==> src/rtl/ram_port_arbiter_if.sv <==
// Requester-side handshake bundle for ram_port_arbiter: one request/grant
// port carrying a single read or write per handshake.
interface ram_port_arbiter_if #(
    parameter int DATA_W = 8,
    parameter int ADDR_W = 6
) ();
    logic              req;
    logic              we;
    logic [ADDR_W-1:0] addr;
    logic [DATA_W-1:0] wdata;
    logic              gnt;
    logic              rvalid;
    logic [DATA_W-1:0] rdata;

    modport master (
        output req, we, addr, wdata,
        input  gnt, rvalid, rdata
    );

    modport slave (
        input  req, we, addr, wdata,
        output gnt, rvalid, rdata
    );
endinterface

==> src/rtl/ram_port_arbiter.sv <==
// Two-requester arbiter time-sharing one single-port asynchronous-read RAM.
// Define ARB_FIXED_PRIO_EN for fixed A-over-B priority; default is round-robin.
module ram_port_arbiter #(
    parameter int DATA_W = 8,
    parameter int ADDR_W = 6
) (
    input  logic              clk,
    input  logic              rst_n,
    ram_port_arbiter_if.slave a_if,
    ram_port_arbiter_if.slave b_if,
    output logic [ADDR_W-1:0] ram_addr_o,
    output logic [DATA_W-1:0] ram_data_o,
    output logic              ram_we_o,
    input  logic [DATA_W-1:0] ram_q_i
);

`ifdef ARB_FIXED_PRIO_EN
    localparam bit FIXED_PRIO = 1'b1;
`else
    localparam bit FIXED_PRIO = 1'b0;
`endif

    typedef enum logic {IDLE = 1'b0, ACCESS = 1'b1} state_t;
    typedef enum logic {SEL_A = 1'b0, SEL_B = 1'b1} sel_t;

    state_t            state_q, state_d;
    sel_t              last_q, last_d;
    sel_t              win_q, win_d;
    sel_t              pick;
    logic              rd_q, rd_d;
    logic [ADDR_W-1:0] addr_q, addr_d;
    logic [DATA_W-1:0] data_q, data_d;
    logic              we_q, we_d;
    logic              a_gnt_q, a_gnt_d, b_gnt_q, b_gnt_d;
    logic              a_rv_q, a_rv_d, b_rv_q, b_rv_d;
    logic [DATA_W-1:0] a_rdata_q, a_rdata_d, b_rdata_q, b_rdata_d;

    // On a tie the requester that did not win last time goes next.
    always_comb begin
        pick = SEL_A;
        if (a_if.req && b_if.req) begin
            pick = (FIXED_PRIO || last_q == SEL_B) ? SEL_A : SEL_B;
        end else if (b_if.req) begin
            pick = SEL_B;
        end
    end

    always_comb begin
        state_d   = state_q;
        last_d    = last_q;
        win_d     = win_q;
        rd_d      = rd_q;
        addr_d    = addr_q;
        data_d    = data_q;
        we_d      = 1'b0;
        a_gnt_d   = 1'b0;
        b_gnt_d   = 1'b0;
        a_rv_d    = 1'b0;
        b_rv_d    = 1'b0;
        a_rdata_d = a_rdata_q;
        b_rdata_d = b_rdata_q;
        case (state_q)
            IDLE: begin
                if (a_if.req || b_if.req) begin
                    state_d = ACCESS;
                    win_d   = pick;
                    last_d  = pick;
                    if (pick == SEL_A) begin
                        addr_d  = a_if.addr;
                        data_d  = a_if.wdata;
                        we_d    = a_if.we;
                        rd_d    = !a_if.we;
                        a_gnt_d = 1'b1;
                    end else begin
                        addr_d  = b_if.addr;
                        data_d  = b_if.wdata;
                        we_d    = b_if.we;
                        rd_d    = !b_if.we;
                        b_gnt_d = 1'b1;
                    end
                end
            end
            ACCESS: begin
                // Requests are ignored here; the RAM output is captured for reads.
                state_d = IDLE;
                if (rd_q) begin
                    if (win_q == SEL_A) begin
                        a_rv_d    = 1'b1;
                        a_rdata_d = ram_q_i;
                    end else begin
                        b_rv_d    = 1'b1;
                        b_rdata_d = ram_q_i;
                    end
                end
            end
            default: state_d = IDLE;
        endcase
    end

    always_ff @(posedge clk or negedge rst_n) begin
        if (!rst_n) begin
            state_q   <= IDLE;
            last_q    <= SEL_B;
            win_q     <= SEL_A;
            rd_q      <= 1'b0;
            addr_q    <= '0;
            data_q    <= '0;
            we_q      <= 1'b0;
            a_gnt_q   <= 1'b0;
            b_gnt_q   <= 1'b0;
            a_rv_q    <= 1'b0;
            b_rv_q    <= 1'b0;
            a_rdata_q <= '0;
            b_rdata_q <= '0;
        end else begin
            state_q   <= state_d;
            last_q    <= last_d;
            win_q     <= win_d;
            rd_q      <= rd_d;
            addr_q    <= addr_d;
            data_q    <= data_d;
            we_q      <= we_d;
            a_gnt_q   <= a_gnt_d;
            b_gnt_q   <= b_gnt_d;
            a_rv_q    <= a_rv_d;
            b_rv_q    <= b_rv_d;
            a_rdata_q <= a_rdata_d;
            b_rdata_q <= b_rdata_d;
        end
    end

    assign ram_addr_o  = addr_q;
    assign ram_data_o  = data_q;
    assign ram_we_o    = we_q;
    assign a_if.gnt    = a_gnt_q;
    assign a_if.rvalid = a_rv_q;
    assign a_if.rdata  = a_rdata_q;
    assign b_if.gnt    = b_gnt_q;
    assign b_if.rvalid = b_rv_q;
    assign b_if.rdata  = b_rdata_q;

endmodule

==> src/flat_wrapper.sv <==
// flat-port wrapper written by rule: the top's interface ports become plain ports
module ram_port_arbiter_flat 
#(
    parameter int DATA_W = 8,
    parameter int ADDR_W = 6
)
  (clk, rst_n, ram_addr_o, ram_data_o, ram_we_o, ram_q_i, a_if_req, a_if_we, a_if_addr, a_if_wdata, a_if_gnt, a_if_rvalid, a_if_rdata, b_if_req, b_if_we, b_if_addr, b_if_wdata, b_if_gnt, b_if_rvalid, b_if_rdata);
  ram_port_arbiter_if #(.DATA_W(DATA_W), .ADDR_W(ADDR_W)) a_if_i ();
  ram_port_arbiter_if #(.DATA_W(DATA_W), .ADDR_W(ADDR_W)) b_if_i ();
  input  logic clk;
  input  logic rst_n;
  output logic [ADDR_W-1:0] ram_addr_o;
  output logic [DATA_W-1:0] ram_data_o;
  output logic ram_we_o;
  input  logic [DATA_W-1:0] ram_q_i;
  input wire logic [$bits(a_if_i.req)-1:0] a_if_req;
  input wire logic [$bits(a_if_i.we)-1:0] a_if_we;
  input wire logic [$bits(a_if_i.addr)-1:0] a_if_addr;
  input wire logic [$bits(a_if_i.wdata)-1:0] a_if_wdata;
  output wire logic [$bits(a_if_i.gnt)-1:0] a_if_gnt;
  output wire logic [$bits(a_if_i.rvalid)-1:0] a_if_rvalid;
  output wire logic [$bits(a_if_i.rdata)-1:0] a_if_rdata;
  input wire logic [$bits(b_if_i.req)-1:0] b_if_req;
  input wire logic [$bits(b_if_i.we)-1:0] b_if_we;
  input wire logic [$bits(b_if_i.addr)-1:0] b_if_addr;
  input wire logic [$bits(b_if_i.wdata)-1:0] b_if_wdata;
  output wire logic [$bits(b_if_i.gnt)-1:0] b_if_gnt;
  output wire logic [$bits(b_if_i.rvalid)-1:0] b_if_rvalid;
  output wire logic [$bits(b_if_i.rdata)-1:0] b_if_rdata;
  assign a_if_i.req = a_if_req;
  assign a_if_i.we = a_if_we;
  assign a_if_i.addr = a_if_addr;
  assign a_if_i.wdata = a_if_wdata;
  assign a_if_gnt = a_if_i.gnt;
  assign a_if_rvalid = a_if_i.rvalid;
  assign a_if_rdata = a_if_i.rdata;
  assign b_if_i.req = b_if_req;
  assign b_if_i.we = b_if_we;
  assign b_if_i.addr = b_if_addr;
  assign b_if_i.wdata = b_if_wdata;
  assign b_if_gnt = b_if_i.gnt;
  assign b_if_rvalid = b_if_i.rvalid;
  assign b_if_rdata = b_if_i.rdata;
  ram_port_arbiter #(.DATA_W(DATA_W), .ADDR_W(ADDR_W)) u_core (.clk(clk), .rst_n(rst_n), .a_if(a_if_i), .b_if(b_if_i), .ram_addr_o(ram_addr_o), .ram_data_o(ram_data_o), .ram_we_o(ram_we_o), .ram_q_i(ram_q_i));
endmodule
==> config.mk <==
export PLATFORM = sky130hd
export DESIGN_NAME = ram_port_arbiter_flat
export DESIGN_NICKNAME = d
export VERILOG_FILES = /design/src/rtl/ram_port_arbiter_if.sv /design/src/rtl/ram_port_arbiter.sv /design/src/flat_wrapper.sv
export SDC_FILE = /design/constraint.sdc
export NUM_CORES = 1
export LEC_CHECK = 0
export ABC_CLOCK_PERIOD_IN_PS = 1440
export CAP_MARGIN = 0
export CORE_MARGIN = 2
export CORE_UTILIZATION = 40
export CTS_CLUSTER_SIZE = 8
export DETAILED_ROUTE_END_ITERATION = 7
export PLACE_DENSITY_LB_ADDON = 0.25
export SYNTH_ARGS = -nofsm -noshare
export SYNTH_HDL_FRONTEND = slang
export SYNTH_SLANG_ARGS = --single-unit
export TNS_END_PERCENT = 10
==> constraint.sdc <==
create_clock -name clk -period 1.44 [get_ports clk]
set_input_delay 0.216 -clock clk [delete_from_list [all_inputs] [get_ports clk]]
set_output_delay 0.216 -clock clk [all_outputs]
set_load 0.03 [all_outputs]
### Cell area per tile, run 1

7 x 7 tiles, from white (low) to dark blue (high), 0 to 100% covered.
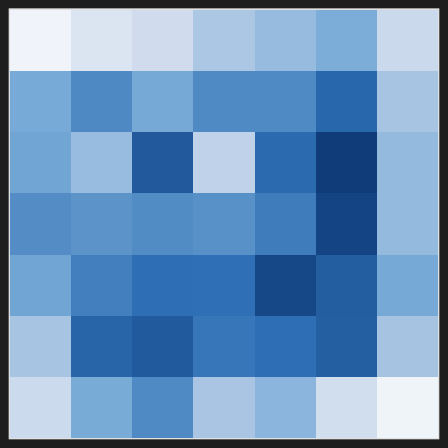
tiles over 75% full	25%
mean over tiles	54%
emptiest ninth of the die	top left
fullest tile	95%
core area: 3740 um^2
floorplan core density: 42.6%
post-layout util: 66.8%

### Congestion heat map, run 1

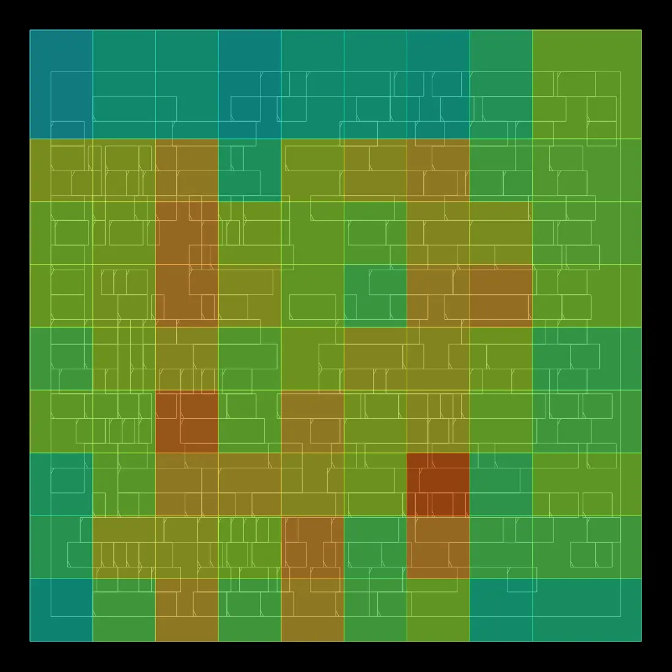
met3 Use GR: 8.00%
DR WL/cell: 13.0 um

==> GITHUB_STEP_SUMMARY, run 1 <==
## Implementation flow summary

| Metric | Value |
|---|---|
| Status | complete, no violations |
| Fin Hold WS | 487 ps |
| Inst Count DP | 257 |
| Layer with the highest usage | met2 |
| Die Width | 67.2 um |
| Crit-path slowest cell | dlygate4sd2_1 |
| Synth warnings | 0 |
| Crit path arrival time | 1060 ps |
| Largest net degree at the start of global routing | 40 |
| Root Driver | clkbuf_8 |
| Non-Filler Instances | 266 |
| Max Clk Rate | 0.785 GHz |
| Clock-pin slew on the worst setup and hold paths | 70 ps |
| Clk buf depth | 2 |
| Delay-heaviest family, CP | buffers and inverters |
| Final setup fails | 0 |
| Syn nets | 177 |
| Worst min path class | input port to register |
| Final ANT Viol Nets | 0 |
| Chip area | 4510 um^2 |
| CP Launch Type | register |
| AO/OA Area Share | 10.7% |
| Adder Area Share | 0% |
| Post-CTS setup buffer count | 0 |
| Final min period | 1270 ps |
| Dpl ws | -77.7 ps |
| Hold path cells | 3 |
| Dpl hpwl | 2620 um |
| Worst R2R Path Depth | 2 |
| Cell Type Count | 20 |
| Synth flops | 39 |
| Max cap viols | 0 |
| Worst r2r src | u_core.state_q$_DFF_PN0_ |
| Met1 Usage GRT | 20.2% |
| Post-route setup slack | 167 ps |
| And+or+nand+nor area frac | 13.0% |
| Worst EP required | 1220 ps |
| Launch point of the worst hold path | a_if_wdata[2] |
| Slew @ Worst Pin | 467 ps |
| GRT Total Usage | 17.1% |
| Vias in the first global route | 1311 |
| Initial antenna violation count | 0 |
| CTS tree | yes |
### Cells coloured by class, run 1

Bar = 20 um. Fill, decap, tap and diode cells in grey.
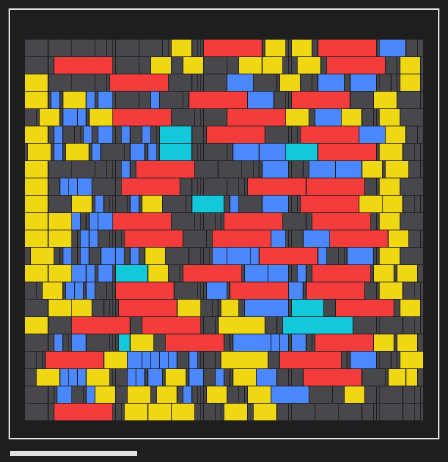
colour	class	cells	share of their area
cyan	clock drivers and dummy loads	8	4.8%
red	flops	39	40%
yellow	other buffers and delay cells	81	32%
blue	all other logic	90	23%
Final Instance Area: 2500 um^2
row cnt: 22
flop share of the area: 39.0%

### I/O nets highlighted, run 1

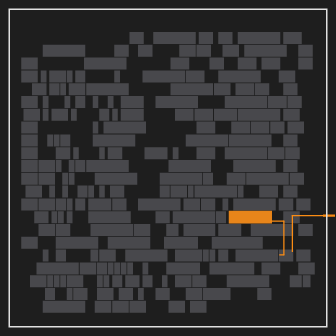
colour	port	bits	direction	edge	end cells	buffers	wire
orange	a_if_rvalid	1	output	right	1	1	25.1 um

-- run 1: layout make-up --
type / count / area [um^2] / share of cell area, %
clock buffer: 6 / 82.6 / 3.30
clock inverter: 2 / 35.0 / 1.40
inverter: 3 / 11.3 / 0.450
multi-input combinational: 87 / 559 / 22.3
sequential: 39 / 977 / 39.0
tap: 48 / 60.1 / 2.40
timing repair buffer: 81 / 777 / 31.0
-- run 1: power by group --
part	total (W)	internal, W	switching, W
clock network	0.000911	0.000560	0.000351
registers	0.00165	0.00146	0.000192
logic	0.00183	0.000735	0.00110
total	0.00440	0.00276	0.00164
-- run 1: what timing repair did --
action / CTS / global route
hold buffers: 1 / 0
gates resized: 35 / 0
setup endpoints to repair: 35 / 0
hold endpoints to repair: 38 / 0
==> run 1 -> run 2 <==
--- a/config.mk
+++ b/config.mk
@@ -5,7 +5,7 @@
 export SDC_FILE = /design/constraint.sdc
 export NUM_CORES = 1
 export LEC_CHECK = 0
-export ABC_CLOCK_PERIOD_IN_PS = 1440
+export ABC_CLOCK_PERIOD_IN_PS = 1200
 export CAP_MARGIN = 0
 export CORE_MARGIN = 2
 export CORE_UTILIZATION = 40
==> constraint.sdc (replaced) <==
create_clock -name clk -period 1.2 [get_ports clk]
set_input_delay 0.18 -clock clk [delete_from_list [all_inputs] [get_ports clk]]
set_output_delay 0.18 -clock clk [all_outputs]
set_load 0.03 [all_outputs]
### Cell area per tile, run 2

7 x 7 tiles, from white (low) to dark blue (high), 0 to 100% covered.
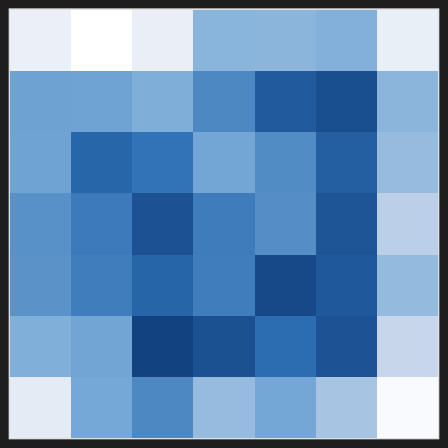
mean over tiles	55%
tiles over 75% full	27%
fullest tile	93%
emptiest ninth of the die	top left
nearly empty tiles	2.0%
post-layout util: 68.3%

### Cells coloured by class, run 2

Bar = 20 um. Fill, decap, tap and diode cells in grey.
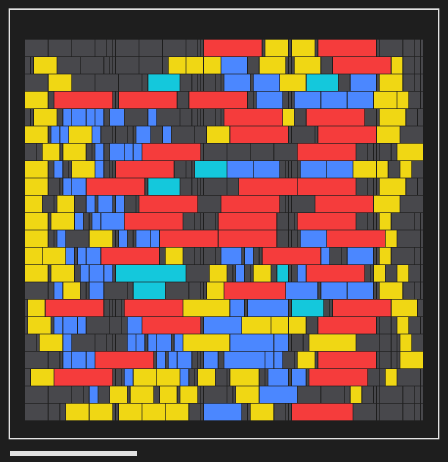
colour	class	cells	share of their area
red	flops	39	39%
yellow	other buffers and delay cells	86	31%
blue	all other logic	91	25%
cyan	clock drivers and dummy loads	8	4.7%

==> run 2 against run 1 <==
Compared with the run above:
- sequential share of layout area fell by 0.79 points
- clock skew fell by 2.2 ps
- the run now ends with setup timing left
- routed wire length rose by 6.7%
- final area rose by 2.2%
- register-to-register slack got worse by 200 ps
- die size did not move
- clock-buffer cell count did not move
- largest power group unchanged
==> GITHUB_STEP_SUMMARY, run 2 <==
## Implementation flow summary

| Metric | Value |
|---|---|
| Status | finished with violations |
| Violated checks | setup timing |
| Initial antenna violation count | 0 |
| Area-dominant class | registers |
| Die Width | 67.2 um |
| Row cnt | 22 |
| Cell Type Count | 20 |
| Slew @ Worst Pin | 383 ps |
| Comb area share | 23.6% |
| Fill cell count | 304 |
| Dpl hpwl | 2620 um |
| Syn nets | 177 |
| Chip area | 4510 um^2 |
| Die height | 67.2 um |
| Final ANT Viol Nets | 0 |
| Delay-heaviest family, CP | flip-flops |
| Clk power | 0.00111 W |
| Non-Filler Instances | 272 |
| Clock-pin slew on the worst setup and hold paths | 70 ps |
| R2R Setup Slk | -8 ps |
| Max cap viols | 0 |
| Sw power | 0.00204 W |
| Dpl ws | -296 ps |
| Sequential share of power | 37.2% |
| Root Driver | clkbuf_8 |
| Area of the multi-input gates | 604 um^2 |
| Hold Buf Count CTS | 1 |
| Clk buf depth | 2 |
| Max Clk Rate | 0.828 GHz |
| Vias in the first global route | 1158 |
| Worst R2R Path Depth | 3 |
| Resize count post-CTS | 47 |
| Worst EP required | 1380 ps |
| Pint | 0.00341 W |
| Post-route setup slack | -8.39 ps |
| Invs w/o clock | 3 |
| VDD IR-drop max | 1.08 mV |
| Met3 Use GR | 6.33% |
| CP Max Fanout | 5 |
| Tool Warnings | 28 |
| H-tree depth | 2 |
| Clock buf count | 6 |
| Inst Count DP | 258 |
| Signal buf overhead | 30.7% |
| Worst min path class | input port to asynchronous set/reset pin |
| Crit path arrival time | 1390 ps |
| Logic power comb | 0.00231 W |
| Floorplan core density | 42.6% |
| Worst r2r src | u_core.last_q$_DFFE_PN1P_ |
| Flop share of the area | 38.3% |
| Core area | 3740 um^2 |
| CP Launch Type | register |
| Worst setup startpoint | u_core.last_q$_DFFE_PN1P_ |
| Clock power frac | 20.3% |
| Met3 wire length | 297 um |
| Seq_cells | 39 |
| CTS tree | yes |
| Post-CTS setup buffer count | 0 |
| Comb gates | 88 |
| P_seq | 0.00203 W |
| GRT Total Usage | 17.2% |
| Largest power group | combinational logic |
| DR WL/cell | 13.6 um |
| FF/Latch Area | 978 um^2 |
| Fin Hold WS | 326 ps |
| Synth flops | 39 |
| Final setup fails | 1 |
| Layer with the highest usage | met2 |
| Sw Ratio | 37.4% |
| Largest net degree at the start of global routing | 29 |
| Count of plain and timing-repair buffers | 86 |
| Tap Count | 48 |
| Comb pwr share | 42.5% |
| Crit-path slowest cell | dfstp_2 |
| Final min period | 1210 ps |
| ClkCell Share | 4.60% |
| Met1 Usage GRT | 21.3% |
| Synth warnings | 0 |
run 2: netlist changes by cell type in the layout (fill, tap and decap cells not counted), moves of 2 or more:
cell | previous run | this run
nor2_2 | 0 | 2
nor2_1 | 17 | 15
nand3_2 | 2 | 0
clkdlybuf4s50_1 | 40 | 38
dlygate4sd2_1 | 35 | 0
buf_4 | 2 | 20
nand3_4 | 0 | 2
dlymetal6s2s_1 | 0 | 2
clkbuf_2 | 0 | 13
clkdlybuf4s15_2 | 0 | 8
run 2: logic make-up after synthesis:
logic type | Yosys count | share of synthesized area (%)
compound gates | 21 | 10.7
simple gates | 50 | 13.0
flops | 39 | 61.3
mux | 16 | 11.3
buf+inv | 9 | 3.69
==> run 2 -> run 3 <==
--- a/config.mk
+++ b/config.mk
@@ -11,6 +11,7 @@
 export CORE_UTILIZATION = 40
 export CTS_CLUSTER_SIZE = 8
 export DETAILED_ROUTE_END_ITERATION = 7
+export HOLD_SLACK_MARGIN = 0.12
 export PLACE_DENSITY_LB_ADDON = 0.25
 export SYNTH_ARGS = -nofsm -noshare
 export SYNTH_HDL_FRONTEND = slang
### Metal 1, run 3

Supply wires on this layer in grey.
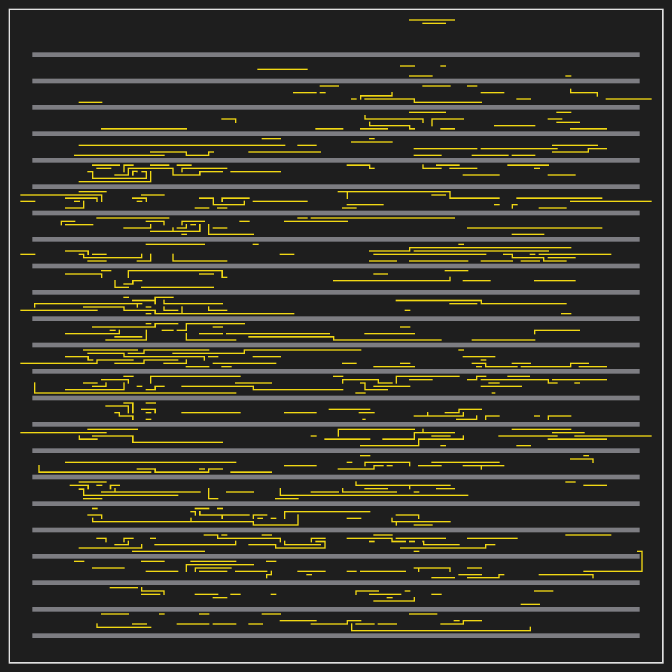
share of all routed wire	43%
main direction	horizontal
nets with wire on the layer	217

### Cell area per tile, run 3

7 x 7 tiles, from white (low) to dark blue (high), 0 to 100% covered.
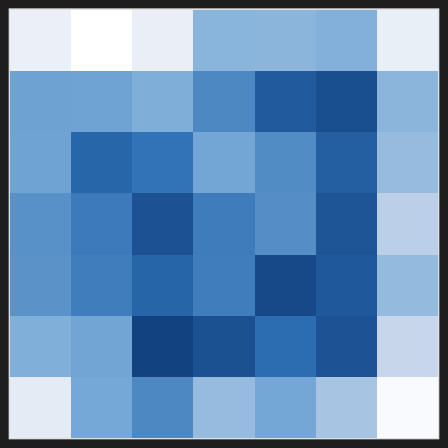
emptiest ninth of the die	top left
tiles over 75% full	27%
fullest tile	93%
mean over tiles	55%
nearly empty tiles	2.0%

==> run 3 against run 2 <==
Compared with the run above:
- the flow still finishes with violations (setup timing)
- hold slack did not move
- sequential share of layout area stayed put
- sequential power is essentially flat
- via count unchanged
- critical path depth unchanged
- clock-buffer cell count stayed put
- total power did not move
- combinational power is essentially flat
- final area unchanged
- critical path type unchanged
- largest power group unchanged
- highest routed layer unchanged
==> GITHUB_STEP_SUMMARY, run 3 <==
## Implementation flow summary

| Metric | Value |
|---|---|
| H-tree depth | 2 |
| Crit-path slowest cell | dfstp_2 |
| Crit path arrival time | 1390 ps |
| Worst min path class | input port to asynchronous set/reset pin |
| Post-layout util | 68.3% |
| Met1 Usage GRT | 21.3% |
| Slew @ Worst Pin | 383 ps |
| CP Launch Type | register |
| Floorplan core density | 42.6% |
| R2R Setup Slk | -8 ps |
| Die height | 67.2 um |
| Tap Count | 48 |
| Synth warnings | 0 |
| Invs w/o clock | 3 |
| Seq_cells | 39 |
| Delay-heaviest family, CP | flip-flops |
| Comb area share | 23.6% |
| Clock-pin slew on the worst setup and hold paths | 70 ps |
| VDD IR-drop max | 1.08 mV |
| FF/Latch Area | 978 um^2 |
| Worst R2R Path Depth | 3 |
| Final setup fails | 1 |
| Inst Count DP | 258 |
| Status | finished with violations |
| Flop share of the area | 38.3% |
| CP Max Fanout | 5 |
| ClkCell Share | 4.60% |
| Fill cell count | 304 |
| Comb gates | 88 |
| Row cnt | 22 |
| Post-route setup slack | -8.39 ps |
| Root Driver | clkbuf_8 |
| Chip area | 4510 um^2 |
| Core area | 3740 um^2 |
| Tool Warnings | 28 |
| Dpl hpwl | 2620 um |
| Violated checks | setup timing |
| Clk buf depth | 2 |
| Initial antenna violation count | 0 |
| Max Clk Rate | 0.828 GHz |
| Area of the multi-input gates | 604 um^2 |
| Worst EP required | 1380 ps |
| DR WL/cell | 13.6 um |
| Final ANT Viol Nets | 0 |
| Worst r2r src | u_core.last_q$_DFFE_PN1P_ |
| Die Width | 67.2 um |
| Final min period | 1210 ps |
| Met3 wire length | 297 um |
| Worst setup startpoint | u_core.last_q$_DFFE_PN1P_ |
| GRT Total Usage | 17.2% |
| Vias in the first global route | 1158 |
| Clock buf count | 6 |
-- run 3: cell counts after synthesis --
Identical to the previous run, type by type.
-- run 3: cell families after synthesis --
| logic type | after synthesis | share of synthesized area, % |
|---|---|---|
| AND/OR/NAND/NOR | 50 | 13.0 |
| flip-flops | 39 | 61.3 |
| AND-OR/OR-AND | 21 | 10.7 |
| multiplexers | 16 | 11.3 |
| buffers and inverters | 9 | 3.69 |
-- run 3: report_power, final --
part           switching, W  total (W)  internal (W)
clock              0.000436    0.00111      0.000672
sequential         0.000274    0.00203       0.00176
combinational       0.00133    0.00231      0.000986
-- run 3: timing repair --
item | 4_1_cts | 5_1_grt
hold endpoints to repair | 39 | 0
gates cloned | 0 | 1
endpoints found under the setup margin | 31 | 45
pin swaps | 3 | 3
hold buffers | 1 | 0
buffers inserted | 0 | 4
resized | 47 | 25
Power and IR drop assume default switching activity.
